==> src/rtl/uart_tx_arb.sv <==
// Packet-locked round-robin arbiter that shares one 8N1 UART transmitter
// among N_REQ byte-stream requesters; a granted requester keeps the UART until its last byte.
module uart_tx_arb #(
    parameter int N_REQ   = 2,
    parameter int BUSY_TO = 8,
    parameter int IW      = ($clog2(N_REQ) < 1) ? 1 : $clog2(N_REQ)
) (
    input  logic               clk,
    input  logic               rst_n,
    input  logic [N_REQ-1:0]   req_valid,
    input  logic [8*N_REQ-1:0] req_data,
    input  logic [N_REQ-1:0]   req_last,
    output logic [N_REQ-1:0]   req_ready,
    output logic [7:0]         tx_data,
    output logic               tx_start,
    input  logic               tx_busy,
    output logic [IW-1:0]      grant_id,
    output logic               grant_lock,
    output logic               tx_err
);
    typedef enum logic [1:0] {S_ARB, S_SEND, S_WAIT_BUSY, S_WAIT_DONE} state_t;

    state_t        state, state_nxt;
    logic [IW-1:0] rr_ptr;
    logic [7:0]    busy_cnt;
    logic [7:0]    hold_data;
    logic          hold_last;

    logic          pick_found;
    logic [IW-1:0] pick_idx;
    logic [IW-1:0] cand;
    logic [7:0]    sel_data;
    logic          sel_last;
    logic          accept, byte_done, cnt_clr, cnt_inc;

    assign tx_data = hold_data;

    // While locked only the owner is eligible; otherwise scan circularly from rr_ptr.
    always_comb begin
        pick_found = 1'b0;
        pick_idx   = '0;
        cand       = '0;
        if (grant_lock) begin
            pick_found = req_valid[grant_id];
            pick_idx   = grant_id;
        end else begin
            for (int k = 0; k < N_REQ; k++) begin
                cand = IW'((int'(rr_ptr) + k) % N_REQ);
                if (!pick_found && req_valid[cand]) begin
                    pick_found = 1'b1;
                    pick_idx   = cand;
                end
            end
        end
    end

    always_comb begin
        sel_data = 8'h00;
        sel_last = 1'b0;
        for (int i = 0; i < N_REQ; i++) begin
            if (pick_idx == IW'(i)) begin
                sel_data = req_data[8*i +: 8];
                sel_last = req_last[i];
            end
        end
    end

    always_ff @(posedge clk or negedge rst_n) begin
        if (!rst_n) state <= S_ARB;
        else        state <= state_nxt;
    end

    always_comb begin
        state_nxt = state;
        accept    = 1'b0;
        byte_done = 1'b0;
        cnt_clr   = 1'b0;
        cnt_inc   = 1'b0;
        tx_start  = 1'b0;
        tx_err    = 1'b0;
        req_ready = '0;
        case (state)
            S_ARB: begin
                // rst_n gate keeps req_ready low while reset is held
                if (pick_found && !tx_busy && rst_n) begin
                    accept              = 1'b1;
                    req_ready[pick_idx] = 1'b1;
                    state_nxt           = S_SEND;
                end
            end
            S_SEND: begin
                tx_start  = 1'b1;
                cnt_clr   = 1'b1;
                state_nxt = S_WAIT_BUSY;
            end
            S_WAIT_BUSY: begin
                if (tx_busy) begin
                    state_nxt = S_WAIT_DONE;
                end else if (busy_cnt == 8'(BUSY_TO - 1)) begin
                    tx_err    = 1'b1;
                    byte_done = 1'b1;
                    state_nxt = S_ARB;
                end else begin
                    cnt_inc = 1'b1;
                end
            end
            S_WAIT_DONE: begin
                if (!tx_busy) begin
                    byte_done = 1'b1;
                    state_nxt = S_ARB;
                end
            end
            default: state_nxt = S_ARB;
        endcase
    end

    always_ff @(posedge clk or negedge rst_n) begin
        if (!rst_n) begin
            rr_ptr     <= '0;
            busy_cnt   <= 8'h00;
            hold_data  <= 8'h00;
            hold_last  <= 1'b0;
            grant_id   <= '0;
            grant_lock <= 1'b0;
        end else begin
            if (accept) begin
                hold_data  <= sel_data;
                hold_last  <= sel_last;
                grant_id   <= pick_idx;
                grant_lock <= 1'b1;
            end
            if (cnt_clr)      busy_cnt <= 8'h00;
            else if (cnt_inc) busy_cnt <= busy_cnt + 8'd1;
            // rr_ptr moves only when a whole message has gone out
            if (byte_done && hold_last) begin
                grant_lock <= 1'b0;
                rr_ptr     <= (grant_id == IW'(N_REQ - 1)) ? '0 : grant_id + IW'(1);
            end
        end
    end
endmodule

==> config.mk <==
export PLATFORM = sky130hd
export DESIGN_NAME = uart_tx_arb
export DESIGN_NICKNAME = d
export VERILOG_FILES = /design/src/rtl/uart_tx_arb.sv
export SDC_FILE = /design/constraint.sdc
export NUM_CORES = 1
export LEC_CHECK = 0
export CAP_MARGIN = 25
export CORE_ASPECT_RATIO = 1.2
export CORE_MARGIN = 8
export CORE_UTILIZATION = 46
export CTS_CLUSTER_DIAMETER = 40
export DETAILED_ROUTE_END_ITERATION = 10
export GPL_TIMING_DRIVEN = 0
export PLACE_DENSITY = 0.78
export SLEW_MARGIN = 10
export SYNTH_ARGS = -nofsm -noshare
export SYNTH_HDL_FRONTEND = slang
export SYNTH_SLANG_ARGS = --single-unit
export TNS_END_PERCENT = 5
==> constraint.sdc <==
create_clock -name clk -period 2.4 [get_ports clk]
set_clock_uncertainty 0.15 [all_clocks]
set_input_delay 0.48 -clock clk [delete_from_list [all_inputs] [get_ports clk]]
set_output_delay 0.48 -clock clk [all_outputs]
set_load 0.02 [all_outputs]
==> flow_summary.ini, run 1 <==
; physical design summary
[synth]
area_leaders = dfrtp_1, mux2_4, mux2_1, mux2_2, nand3_1
synth_top_flop_cell = dfrtp_1
synth-simple-area-share_pct = 13.5
ys_cells = 99

[die]
rows = 20
die-area_mm2 = 0.00451

[clocking]
clkTransAtPathRegs_ns = 0.11
cts-buffers-inserted = 3

[worst_setup_path]
required_ns = 1.77
critical_path.n_buffers_inverters = 3

[outcome]
violations = setup timing
status = finished with violations

[power]
power_switching_mw = 0.573
leakage_nw = 0.741

[timing]
setup-violations-final = 1
final.setup.tns_ns = -0.00351
setup_slack_ns = -0.00351
worst_slew_pin_slew_ns = 0.579

[detailed_routing]
vias = 959

[layout]
buf_share_pct = 27.5
**Run 1: cell outlines without signal wires**

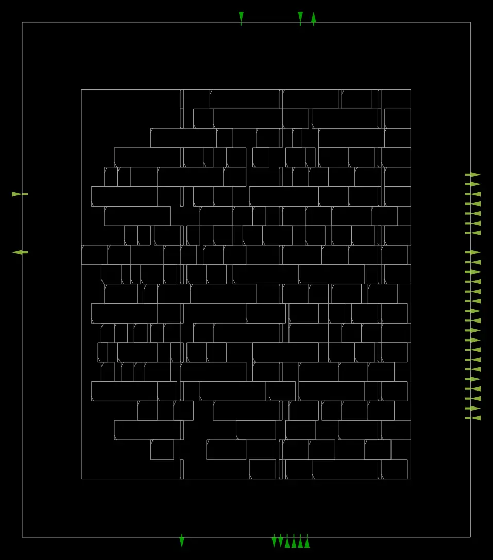
CORE AREA: 0.00250 mm²
final-layout fill cell count: 195
Post-Layout Cell Count: 181
Tapcells: 33

**Run 1: cell sizes after repair**

Bar = 20 µm.
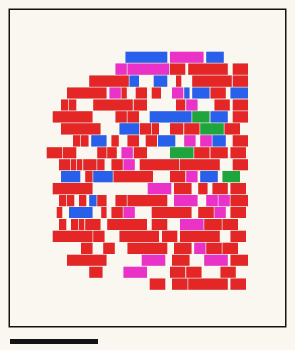
- blue: drive 2 (cells 18; most used mux2_2)
- red: drive 1 or less (cells 104; most used clkdlybuf4s50_1)
- green: drive 6 and up (cells 4)
- magenta: drive 3 to 4 (cells 22; most used buf_4)
Area Overhead vs Synth: 44.2%
Non-clk bufs: 50
final instance area: 0.00173 mm²

**Run 1: wiring by layer**

Bar = 20 µm.
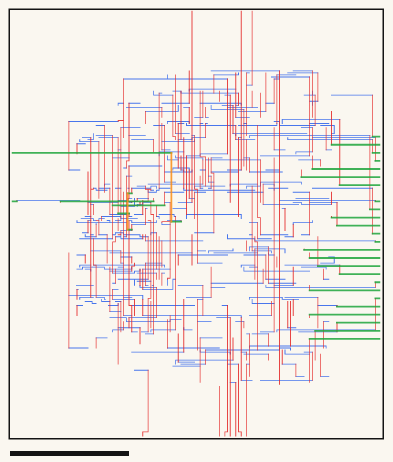
- green: met3 (wire length 221 µm)
- blue: met1 (wire length 1190 µm)
- orange: met4 (wire length 17.7 µm)
- red: met2 (wire length 1340 µm)
final wirelength: 2770 µm
routed wire length per instance: 15.3 µm

**Run 1: the metal 3 layer**

Bar = 20 µm.
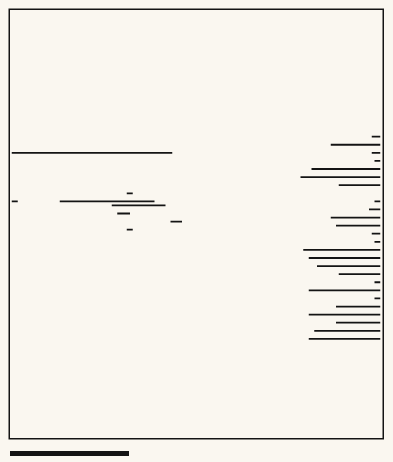

==> run 2: changes to the inputs <==
--- a/config.mk
+++ b/config.mk
@@ -6,13 +6,15 @@
 export NUM_CORES = 1
 export LEC_CHECK = 0
 export CAP_MARGIN = 25
+export CELL_PAD_IN_SITES_DETAIL_PLACEMENT = 0
+export CELL_PAD_IN_SITES_GLOBAL_PLACEMENT = 1
 export CORE_ASPECT_RATIO = 1.2
 export CORE_MARGIN = 8
-export CORE_UTILIZATION = 46
+export CORE_UTILIZATION = 35
 export CTS_CLUSTER_DIAMETER = 40
 export DETAILED_ROUTE_END_ITERATION = 10
 export GPL_TIMING_DRIVEN = 0
-export PLACE_DENSITY = 0.78
+export PLACE_DENSITY = 0.76
 export SLEW_MARGIN = 10
 export SYNTH_ARGS = -nofsm -noshare
 export SYNTH_HDL_FRONTEND = slang
**Run 2: the metal 3 layer**

Bar = 20 µm.
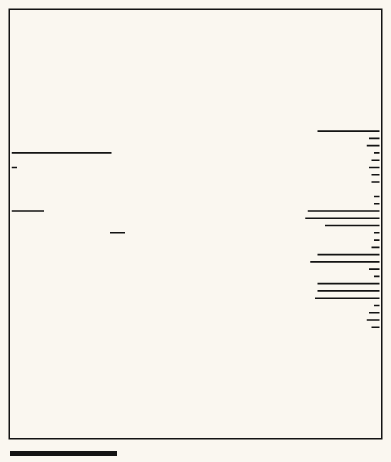
- longest straight run: 18.4 µm
- main direction: horizontal
- wire length on this layer: 156 µm
- nets with wire on the layer: 30
- share of all routed wire: 5.4%
final wirelength: 2880 µm
met3 GRT Util: 2.22%
via count: 940

**Run 2: ports around the boundary**

Bar = 20 µm. Pins as bars across the die edge, other pins in gray.
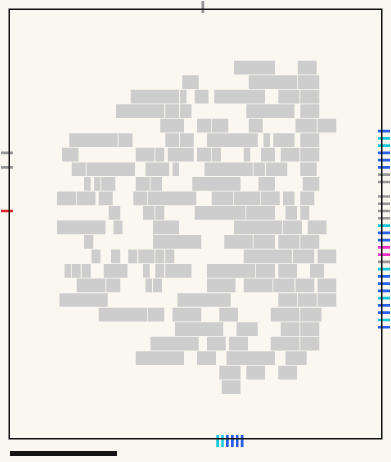
- magenta: req_last (pins 2; direction input; edge right)
- red: tx_err (pins 1; direction output; edge left)
- cyan: tx_data (pins 8; direction output; edge 6 right, 2 bottom)
- blue: req_data (pins 16; direction input; edge 12 right, 4 bottom)
- all pins by edge: 27 right, 6 bottom, 3 left, 1 top
die width: 69.5 µm
chip height: 80.1 µm
input/output buffers: 36

==> flow_summary.ini, run 2 <==
; physical design summary
[outcome]
status = finished clean

[timing]
setup_slack_ns = 0.0996
worst_slew_pin_slew_ns = 0.384
setup-violations-final = 0
final.setup.tns_ns = 0

[worst_setup_path]
critical_path.n_buffers_inverters = 3
required_ns = 1.77

[layout]
comb_area_um2 = 631
buf_share_pct = 25.2
buffers_excl_clock = 44
n_fill_cell = 306
final_area_mm2 = 0.00172

[synth]
postSynth.asyncResetShare_pct = 100
area_leaders = dfrtp_1, mux2_4, mux2_1, mux2_2, nand3_1
ys_types = 38
synthXorXnorAreaFrac_pct = 1.46
ys_cells = 99
synth-simple-area-share_pct = 13.5
synth_top_flop_cell = dfrtp_1

[power]
comb-power_mw = 0.760
leakage_nw = 0.726
power_switching_mw = 0.584

[clocking]
cts-buffers-inserted = 3
clkTransAtPathRegs_ns = 0.07

[placement]
placed_cells = 172

[grt]
use_met1_pct = 13.6

[die]
die-area_mm2 = 0.00557
rows = 23
core_area_mm2 = 0.00331
taps = 37

[detailed_routing]
antenna_left = 0
**Run 2: wiring by layer**

Bar = 20 µm.
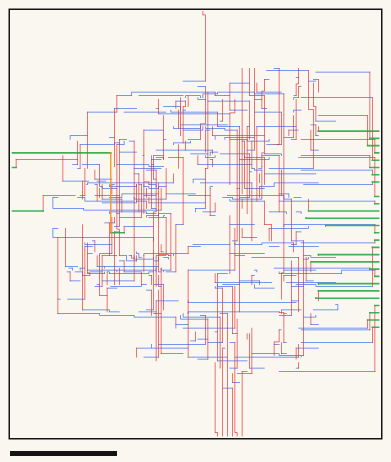
- orange: met4 (wire length 15.0 µm)
- blue: met1 (wire length 1370 µm)
- red: met2 (wire length 1330 µm)
- green: met3 (wire length 156 µm)
Tot GR Track Use: 10.3%
routed wire length per instance: 16.1 µm

**Run 2: cell outlines without signal wires**

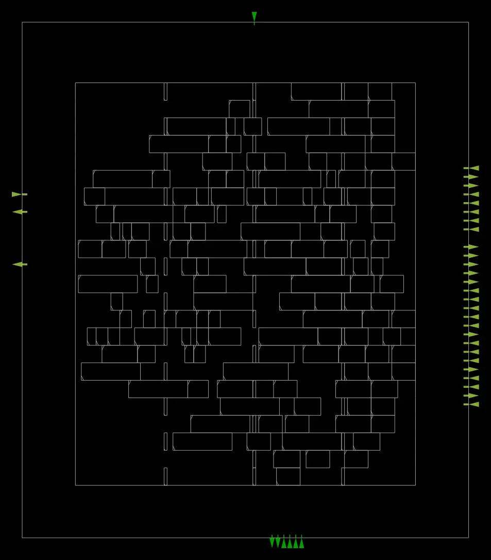

==> run 3: changes to the inputs <==
--- a/config.mk
+++ b/config.mk
@@ -9,12 +9,12 @@
 export CELL_PAD_IN_SITES_DETAIL_PLACEMENT = 0
 export CELL_PAD_IN_SITES_GLOBAL_PLACEMENT = 1
 export CORE_ASPECT_RATIO = 1.2
-export CORE_MARGIN = 8
-export CORE_UTILIZATION = 35
+export CORE_UTILIZATION = 32
 export CTS_CLUSTER_DIAMETER = 40
 export DETAILED_ROUTE_END_ITERATION = 10
 export GPL_TIMING_DRIVEN = 0
-export PLACE_DENSITY = 0.76
+export MAX_ROUTING_LAYER = met4
+export PLACE_DENSITY = 0.74
 export SLEW_MARGIN = 10
 export SYNTH_ARGS = -nofsm -noshare
 export SYNTH_HDL_FRONTEND = slang
==> constraint.sdc (replaced) <==
create_clock -name clk -period 2 [get_ports clk]
set_clock_uncertainty 0.15 [all_clocks]
set_input_delay 0.4 -clock clk [delete_from_list [all_inputs] [get_ports clk]]
set_output_delay 0.4 -clock clk [all_outputs]
set_load 0.02 [all_outputs]
**Run 3: cell outlines without signal wires**

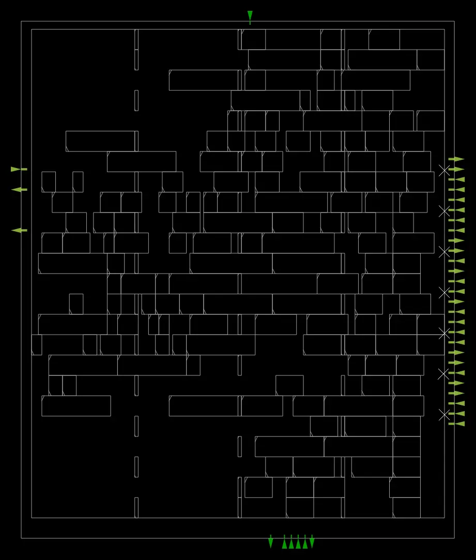
Post-Layout Cell Count: 191
sequential share of cell area: 30.2%

**Run 3: cell sizes after repair**

Bar = 20 µm.
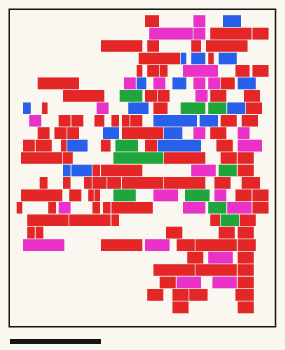
- magenta: drive 3 to 4 (cells 25; most used buf_4)
- red: drive 1 or less (cells 99; most used clkdlybuf4s50_1)
- green: drive 6 and up (cells 10; most used buf_6)
- blue: drive 2 (cells 18; most used mux2_2)
Non-clk bufs: 53
Area Overhead vs Synth: 52.9%

**Run 3: ports around the boundary**

Bar = 20 µm. Pins as bars across the die edge, other pins in gray.
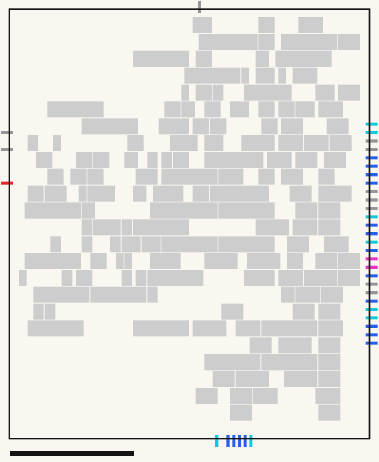
- cyan: tx_data (pins 8; direction output; edge 6 right, 2 bottom)
- red: tx_err (pins 1; direction output; edge left)
- blue: req_data (pins 16; direction input; edge 12 right, 4 bottom)
- magenta: req_last (pins 2; direction input; edge right)
chip height: 69.1 µm
die width: 57.9 µm

==> flow_summary.ini, run 3 <==
; physical design summary
[power]
power_switching_mw = 0.739
leakage_nw = 0.788
comb-power_mw = 1.09

[timing]
finalMaxSlewViolations = 0
setup-violations-final = 3
fin_crit_ns = 2.17
final.setup.tns_ns = -0.358
setup_slack_ns = -0.169
worst_slew_pin_slew_ns = 0.437

[outcome]
violations = DRC, setup timing
status = finished with violations

[placement]
placed_cells = 174

[layout]
comb_area_um2 = 651
final_area_mm2 = 0.00183
nets = 177
n_fill_cell = 338
buf_share_pct = 27.2

[detailed_routing]
antenna_left = 0
drc = 7
wl_per_cell_um = 14.3
vias = 976
detail_route.wirelength_um = 2740
wl_met3_um = 188

[clocking]
tritoncts = yes
cts-buffers-inserted = 3

[synth]
synthXorXnorAreaFrac_pct = 1.46
compound_area_share_pct = 14.1
top_cells_by_count = dfrtp_1, mux2_1, mux2_2, mux2_4, nand3_1
synth-simple-area-share_pct = 13.5
synth_top_flop_cell = dfrtp_1
ys_cells = 99
synth_seq_share_pct = 45.9
area_leaders = dfrtp_1, mux2_4, mux2_1, mux2_2, nand3_1
ys_types = 38

[die]
die-area_mm2 = 0.00400
rows = 24
fp_util_pct = 33.3
core_area_mm2 = 0.00360
taps = 39

[grt]
antenna_found_initial = 0
track_usage_pct = 14.7
grt_util_met3_pct = 2.25
use_met1_pct = 17.7

[worst_setup_path]
path_delay_family = flip-flops
critical_path.n_buffers_inverters = 2
critPathSlowestCell = dfrtp_1

[hold_path]
hold_class = reg -> reg
